<file path="config.mk">
export PLATFORM = sky130hd
export DESIGN_NAME = sm4_host_ctrl
export DESIGN_NICKNAME = d
export VERILOG_FILES = /design/src/rtl/sm4_host_ctrl.sv
export SDC_FILE = /design/constraint.sdc
export NUM_CORES = 1
export LEC_CHECK = 0
export CORE_AREA = 2 2 305 307
export DETAILED_ROUTE_END_ITERATION = 12
export DIE_AREA = 0 0 307 309
export SKIP_CTS_REPAIR_TIMING = 1
export SYNTH_ARGS = -nofsm -noshare
export SYNTH_HDL_FRONTEND = slang
export SYNTH_SLANG_ARGS = --single-unit
</file>
<file path="constraint.sdc">
create_clock -name clk -period 2.6 [get_ports clk]
set_input_delay 0.39 -clock clk [delete_from_list [all_inputs] [get_ports clk]]
set_output_delay 0.39 -clock clk [all_outputs]
set_load 0.02 [all_outputs]
</file>
<file path="src/rtl/sm4_host_ctrl.sv">
// Initiator-side sequencer for the sm4 core: takes enc/dec requests, runs key expansion
// only on key change, drives the core controls and returns the result with a watchdog abort.
module sm4_host_ctrl #(
  parameter int unsigned TIMEOUT_W = 16,
  parameter int unsigned TIMEOUT   = 1023
) (
  input  logic         clk,
  input  logic         rst_n,
  input  logic         req_valid,
  output logic         req_ready,
  input  logic         req_dec,
  input  logic [127:0] req_key,
  input  logic [127:0] req_data,
  output logic         rsp_valid,
  input  logic         rsp_ready,
  output logic [127:0] rsp_data,
  output logic         rsp_err,
  output logic         busy,
  output logic         sm4_enable,
  output logic         key_exp_enable,
  output logic [127:0] key_in,
  output logic [127:0] data_in,
  output logic         enc_dec_enable,
  output logic         enc_dec,
  input  logic         key_exp_out,
  input  logic         ready_out,
  input  logic [127:0] res_out
);

  typedef enum logic [2:0] {
    S_IDLE, S_FLUSH, S_KEXP, S_CRYPT, S_RESP, S_RELEASE
  } state_e;

  state_e                state_q, state_d;
  logic [TIMEOUT_W-1:0]  wdog_q, wdog_d;
  logic                  cache_vld_q, cache_vld_d;
  logic [127:0]          key_q, key_d, data_q, data_d, rsp_data_q, rsp_data_d;
  logic                  dec_q, dec_d, rsp_err_q, rsp_err_d;
  logic                  sm4_en_q, sm4_en_d, kexp_en_q, kexp_en_d;
  logic                  req_ready_q, req_ready_d, rsp_valid_q, rsp_valid_d;
  logic                  busy_q, busy_d, ed_en_q, ed_en_d;
  logic                  wdog_hit, cache_hit, abort;

  assign wdog_hit  = (wdog_q == TIMEOUT_W'(TIMEOUT));
  assign cache_hit = cache_vld_q && (req_key == key_q);

  // Next-state, datapath latches and registered output decode
  always_comb begin
    state_d     = state_q;
    wdog_d      = wdog_q;
    cache_vld_d = cache_vld_q;
    key_d       = key_q;
    data_d      = data_q;
    dec_d       = dec_q;
    rsp_data_d  = rsp_data_q;
    rsp_err_d   = rsp_err_q;
    sm4_en_d    = sm4_en_q;
    kexp_en_d   = kexp_en_q;
    abort       = 1'b0;

    unique case (state_q)
      S_IDLE: begin
        if (req_valid && req_ready_q) begin
          key_d     = req_key;
          data_d    = req_data;
          dec_d     = req_dec;
          rsp_err_d = 1'b0;
          if (cache_hit) begin
            state_d = S_CRYPT;
          end else begin
            state_d     = S_FLUSH;
            sm4_en_d    = 1'b0;
            kexp_en_d   = 1'b0;
            cache_vld_d = 1'b0;
          end
        end
      end
      S_FLUSH: begin
        state_d   = S_KEXP;
        sm4_en_d  = 1'b1;
        kexp_en_d = 1'b1;
      end
      S_KEXP: begin
        if (wdog_hit) begin
          abort = 1'b1;
        end else if (key_exp_out) begin
          cache_vld_d = 1'b1;
          state_d     = S_CRYPT;
        end else begin
          wdog_d = wdog_q + 1'b1;
        end
      end
      S_CRYPT: begin
        // wdog_q==0 marks the first CRYPT cycle, where ready_out may still be stale
        if (wdog_hit) begin
          abort = 1'b1;
        end else if (ready_out && (wdog_q != '0)) begin
          rsp_data_d = res_out;
          rsp_err_d  = 1'b0;
          state_d    = S_RESP;
        end else begin
          wdog_d = wdog_q + 1'b1;
        end
      end
      S_RESP: begin
        if (rsp_ready) begin
          state_d = rsp_err_q ? S_IDLE : S_RELEASE;
        end
      end
      S_RELEASE: begin
        if (wdog_hit) begin
          abort = 1'b1;
        end else if (!ready_out) begin
          state_d = S_IDLE;
        end else begin
          wdog_d = wdog_q + 1'b1;
        end
      end
      default: state_d = S_IDLE;
    endcase

    // Watchdog abort flushes the core and reports an error response
    if (abort) begin
      rsp_err_d   = 1'b1;
      rsp_data_d  = '0;
      cache_vld_d = 1'b0;
      sm4_en_d    = 1'b0;
      kexp_en_d   = 1'b0;
      state_d     = S_RESP;
    end

    if (state_d != state_q) begin
      wdog_d = '0;
    end

    req_ready_d = (state_d == S_IDLE);
    busy_d      = (state_d != S_IDLE);
    rsp_valid_d = (state_d == S_RESP);
    ed_en_d     = (state_d == S_CRYPT);
  end

  always_ff @(posedge clk or negedge rst_n) begin
    if (!rst_n) begin
      state_q     <= S_IDLE;
      wdog_q      <= '0;
      cache_vld_q <= 1'b0;
      key_q       <= '0;
      data_q      <= '0;
      dec_q       <= 1'b0;
      rsp_data_q  <= '0;
      rsp_err_q   <= 1'b0;
      sm4_en_q    <= 1'b0;
      kexp_en_q   <= 1'b0;
      req_ready_q <= 1'b0;
      busy_q      <= 1'b0;
      rsp_valid_q <= 1'b0;
      ed_en_q     <= 1'b0;
    end else begin
      state_q     <= state_d;
      wdog_q      <= wdog_d;
      cache_vld_q <= cache_vld_d;
      key_q       <= key_d;
      data_q      <= data_d;
      dec_q       <= dec_d;
      rsp_data_q  <= rsp_data_d;
      rsp_err_q   <= rsp_err_d;
      sm4_en_q    <= sm4_en_d;
      kexp_en_q   <= kexp_en_d;
      req_ready_q <= req_ready_d;
      busy_q      <= busy_d;
      rsp_valid_q <= rsp_valid_d;
      ed_en_q     <= ed_en_d;
    end
  end

  assign req_ready      = req_ready_q;
  assign busy           = busy_q;
  assign rsp_valid      = rsp_valid_q;
  assign rsp_data       = rsp_data_q;
  assign rsp_err        = rsp_err_q;
  assign sm4_enable     = sm4_en_q;
  assign key_exp_enable = kexp_en_q;
  assign key_in         = key_q;
  assign data_in        = data_q;
  assign enc_dec        = dec_q;
  assign enc_dec_enable = ed_en_q;

endmodule

</file>
Fig. 1: run 1, M3 wires
Scale bar: 100 um. Cells faint in the background.
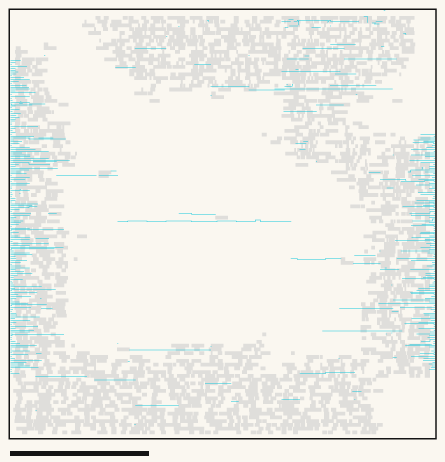
nets with wire on the layer: 333
wire length on this layer: 3990 um
main direction: horizontal
share of all routed wire: 6.1%

Fig. 2: run 1, routing congestion map
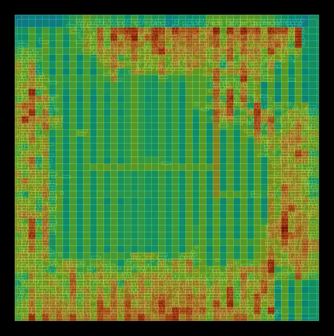
met1 Resource Use GR: 0.160
GRT Overall Usage: 0.131

Fig. 3: run 1, signal wires on met2
Scale bar: 100 um. Cells faint in the background.
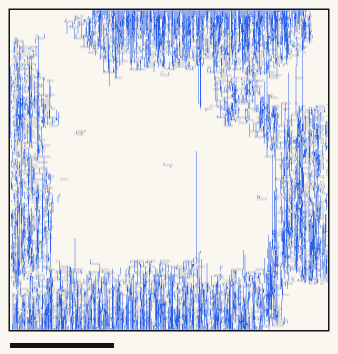
share of all routed wire: 51%
longest straight run: 109 um
main direction: vertical
wire length on this layer: 33.4 mm
nets with wire on the layer: 2373

## run 1: sequential cells by signal, indices dropped and copies added, names as in the netlist
name,count
rsp_err,1
enc_dec_enable,1
state_q,3
enc_dec,1
cache_vld_q,1
rsp_valid,1
busy,1
key_exp_enable,1
rsp_data,128
key_in,128
wdog_q,16
data_in,128
req_ready,1
## run 1: cell type report
type                            instances  area (um^2)
Clock buffer                           74         1440
Sequential cell                       411        10300
Clock inverter                         19          279
Inverter                               47          176
Antenna cell                            1         2.50
Timing Repair Buffer                  854         8680
Tap cell                             1186         1480
Multi-Input combinational cell        913         6880
Fill cell                            9237        62200
## run 1: layer usage
metal,vias up,share of wire,track usage
li1,6633,-,-
met4,0,0.021,0.0385
met3,83,0.061,0.0309
met1,6989,0.41,0.160
met2,425,0.51,0.230
met5,-,0,0
==> deck_impl_summary.md, run 1 <==
Run Summary

Floorplanning
  • Fp util: 0.194
  • Die width: roughly 310 um
  • Row cnt: roughly 110
  • Die Size: 94900 um^2
  • Core outline area: between 90000 and 100000 um^2
  • Die height: ~310 um

Logic synthesis
  • Commonest cells post-synth: dfrtp_1, mux2_2, nand2_1, o21ai_0, nor2_1
  • Synthesis warning total: 0
  • Count leader, synth: dfrtp_1
  • Complex Gates by Area: 0.0531
  • EDFF count, synth: 0
  • XORs/XNORs by Area: 0.0484
  • Yosys cell types: about 63
  • Seq share, synth: 0.580
  • Yosys reg bits: ~410
  • Area leader share: 0.580
  • Synth area leader: dfrtp_1
  • Simple Share, Synth: 0.0984
  • Async S/R FF share, synth: 1.00
  • Ys flop type: dfrtp_1
  • Dominant comb cell: multiplexers
  • MUX share of area: 0.186
  • Mapped Area: roughly 18000 um^2
  • Top cells by area: dfrtp_1, mux2_2, nand2_1
  • Yosys Chip Area: roughly 18000 um^2
  • Yosys Instances: around 1400
  • Post-Syn Nets: around 1800

Pwr
  • Total power: roughly 36 mW
  • Top pwr grp: combinational logic
  • LEAKAGE: roughly 12 nW
  • Switching Fraction: 0.374
  • Seq pwr: between 10 and 15 mW
  • Sw power: 13.4 mW
  • Comb pwr share: 0.470
  • Sequential power share: 0.323
  • Power per standard cell area: 1220 nW/um^2
  • Clk pwr share: 0.207

Worst setup path
  • Critical path endpoint: busy
  • Worst R2R Start: wdog_q[0]
  • Reg2reg end: busy
  • Critical path class: register to register
  • WP data arrival: 2.91 ns
  • Crit path launch type: register
  • Crit path max fanout: 7
  • Critical Path Max Stage Delay: approximately 0.4 ns
  • Crit path capture type: register
  • Crit path required time: about 3.1 ns

Routing
  • DRT Pass-1 Iters: 5
  • Via/cell ratio: approximately 4.0
  • Vias: around 14000
  • Routed Wire Length: between 60000 and 70000 um
  • # DRC: 0

CTS
  • CTS clk-pin slew, worst paths: approximately 0.060 ns
  • Insertion Delay late pin: about 0.61 ns
  • TritonCTS clock tree: yes
  • TritonCTS Buffers: about 50
  • CTS sink cnt: approximately 410

Place
  • DP Wirelength: slightly above 50000 um
  • Area after DPL: between 20000 and 30000 um^2
  • Gpl congestion: 0.838
  • Placed cell count: ~3400
  • Post-place setup slack: -0.448 ns

Worst hold path
  • Hold Path Class: primary input to asynchronous set/reset pin

STA
  • Max Fclk: roughly 400 MHz
  • Final hold vios: 0
  • Fin crit share: 0.936
  • Final worst setup slack: 0.166 ns
  • Pins Over Slew Limit: 0
  • Clock Skews: about 0.016 ns

Cells and area
  • Fin nets: between 2000 and 3000
  • Finished Layout Cells: approximately 3500
  • Layout area overhead: 64.9%
  • Most numerous logic cell after layout: clkdlybuf4s50_1
  • Fin area: roughly 29000 um^2

Global route
  • Grt total ovfl: 0
  • Initial antenna violation count: 3
  • Vias in the first global route: approximately 14000

Job
  • Log Warnings: 27

Run status
  • Status: finished, final reports clean
==> run 2: changes to the inputs <==
- SLEW_MARGIN: default -> 20
Fig. 4: run 2, M3 wires
Scale bar: 100 um. Cells faint in the background.
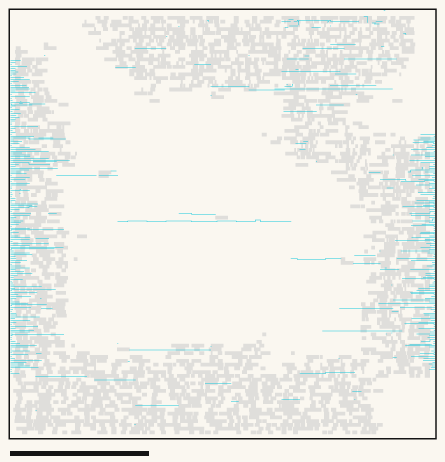
main direction: horizontal
wire length on this layer: 3990 um

==> deck_impl_summary.md, run 2 <==
Run Summary

Place
  • DP Wirelength: 50600 um (unchanged)
  • Gpl congestion: 0.838 (unchanged)
  • Area after DPL: 27500 um^2 (unchanged)
  • Placed cell count: 3410 (unchanged)
  • Post-place setup slack: -0.448 ns (unchanged)

Logic synthesis
  • Synthesis warning total: 0 (unchanged)
  • Dominant comb cell: multiplexers
  • Yosys Chip Area: 17700 um^2 (unchanged)
  • Async S/R FF share, synth: 1.00 (unchanged)
  • XORs/XNORs by Area: 0.0484 (unchanged)
  • Synth area leader: dfrtp_1
  • Mapped Area: 17700 um^2 (unchanged)
  • MUX share of area: 0.186 (unchanged)
  • Yosys Instances: 1445 (unchanged)
  • Count leader, synth: dfrtp_1
  • Yosys reg bits: 411 (unchanged)
  • Complex Gates by Area: 0.0531 (unchanged)
  • Ys flop type: dfrtp_1
  • EDFF count, synth: 0 (unchanged)

Cells and area
  • Most numerous logic cell after layout: clkdlybuf4s50_1
  • Fin area: 29200 um^2 (unchanged)
  • Seq/total area: 0.352 (unchanged)
  • Fin nets: 2670 (unchanged)
  • Top class by area: sequential cells
  • Register area: 10300 um^2 (unchanged)
  • Mi-comb count: 913 (unchanged)
  • Flops: 411 (unchanged)
  • Logic area: 6880 um^2 (unchanged)
  • Logic share of the area: 0.235 (unchanged)
  • Layout clock area frac: 0.0589 (unchanged)
  • Layout area overhead: 64.9% (unchanged)

STA
  • Pins Over Slew Limit: 0 (unchanged)
  • Final worst setup slack: 0.166 ns (unchanged)

Pwr
  • Sequential power share: 0.323 (about the same)
  • Sw power: 13.4 mW (unchanged)
  • Comb pwr share: 0.470 (about the same)
  • Total power: 35.7 mW (unchanged)
  • Switching Fraction: 0.374 (unchanged)
  • LEAKAGE: 11.9 nW (unchanged)

Global route
  • Initial antenna violation count: 3 (unchanged)
  • Met1 Resource Use GR: 0.160 (unchanged)
  • GRT Overall Usage: 0.131 (unchanged)
  • GR peak layer: met2
  • Vias in the first global route: 14410 (unchanged)

Worst setup path
  • Critical Path Max Stage Delay: 0.41 ns (about the same)
  • WP data arrival: 2.91 ns (about the same)
  • Critical path class: register to register

Routing
  • Via/cell ratio: 4.03 (unchanged)
  • WL met2: 33400 um (unchanged)

Floorplanning
  • Die Size: 94900 um^2 (unchanged)
  • Die width: 307 um (unchanged)
  • Row cnt: 111 (unchanged)
  • Fp util: 0.194 (unchanged)

CTS
  • TritonCTS Buffers: 50 (unchanged)
  • Insertion Delay late pin: 0.61 ns (about the same)
  • TritonCTS clock tree: yes

Worst hold path
  • Hold Path Class: primary input to asynchronous set/reset pin

Run status
  • Status: finished, final reports clean
Fig. 5: run 2, metal 1
Scale bar: 100 um. Cells faint in the background.
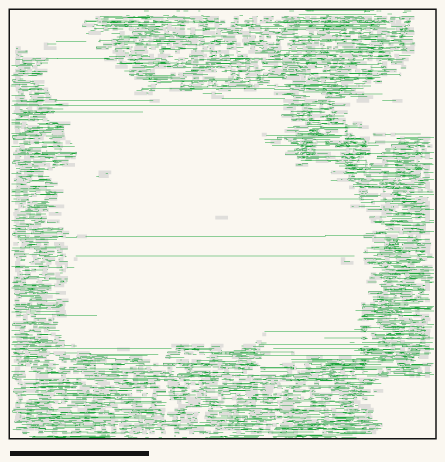
wire length on this layer: 26.5 mm
nets with wire on the layer: 2426
main direction: horizontal
share of all routed wire: 41%
Routed Wire Length: 65300 um
Vias: 14130

==> run 2: power by group through the flow <==
stage | logic [mW] | registers (mW) | clock network, mW
after floorplan | 4.34 | 15.0 | 0
after global placement | 17.0 | 11.5 | 0
after detailed placement | 17.0 | 11.6 | 0
after CTS | 17.1 | 11.6 | 7.69
after global routing | 17.8 | 11.9 | 7.90
final | 16.8 | 11.5 | 7.40
==> run 2: final timing paths <==
| path | start | endpoint | depth (start not counted) |
|---|---|---|---|
| worst max-delay path | wdog_q[0] | busy | 7 |
| min in group clk | res_out[11] | rsp_data[11] | 3 |
| worst max register to register | wdog_q[0] | busy | 7 |
| worst min register to register | data_in[59] | data_in[59] | 1 |
| max in group asynchronous | rst_n | key_in[116] | 4 |
| worst min-delay path | rst_n | rsp_data[42] | 2 |
Power figures rest on the tool's default switching activity, not on a simulated workload.
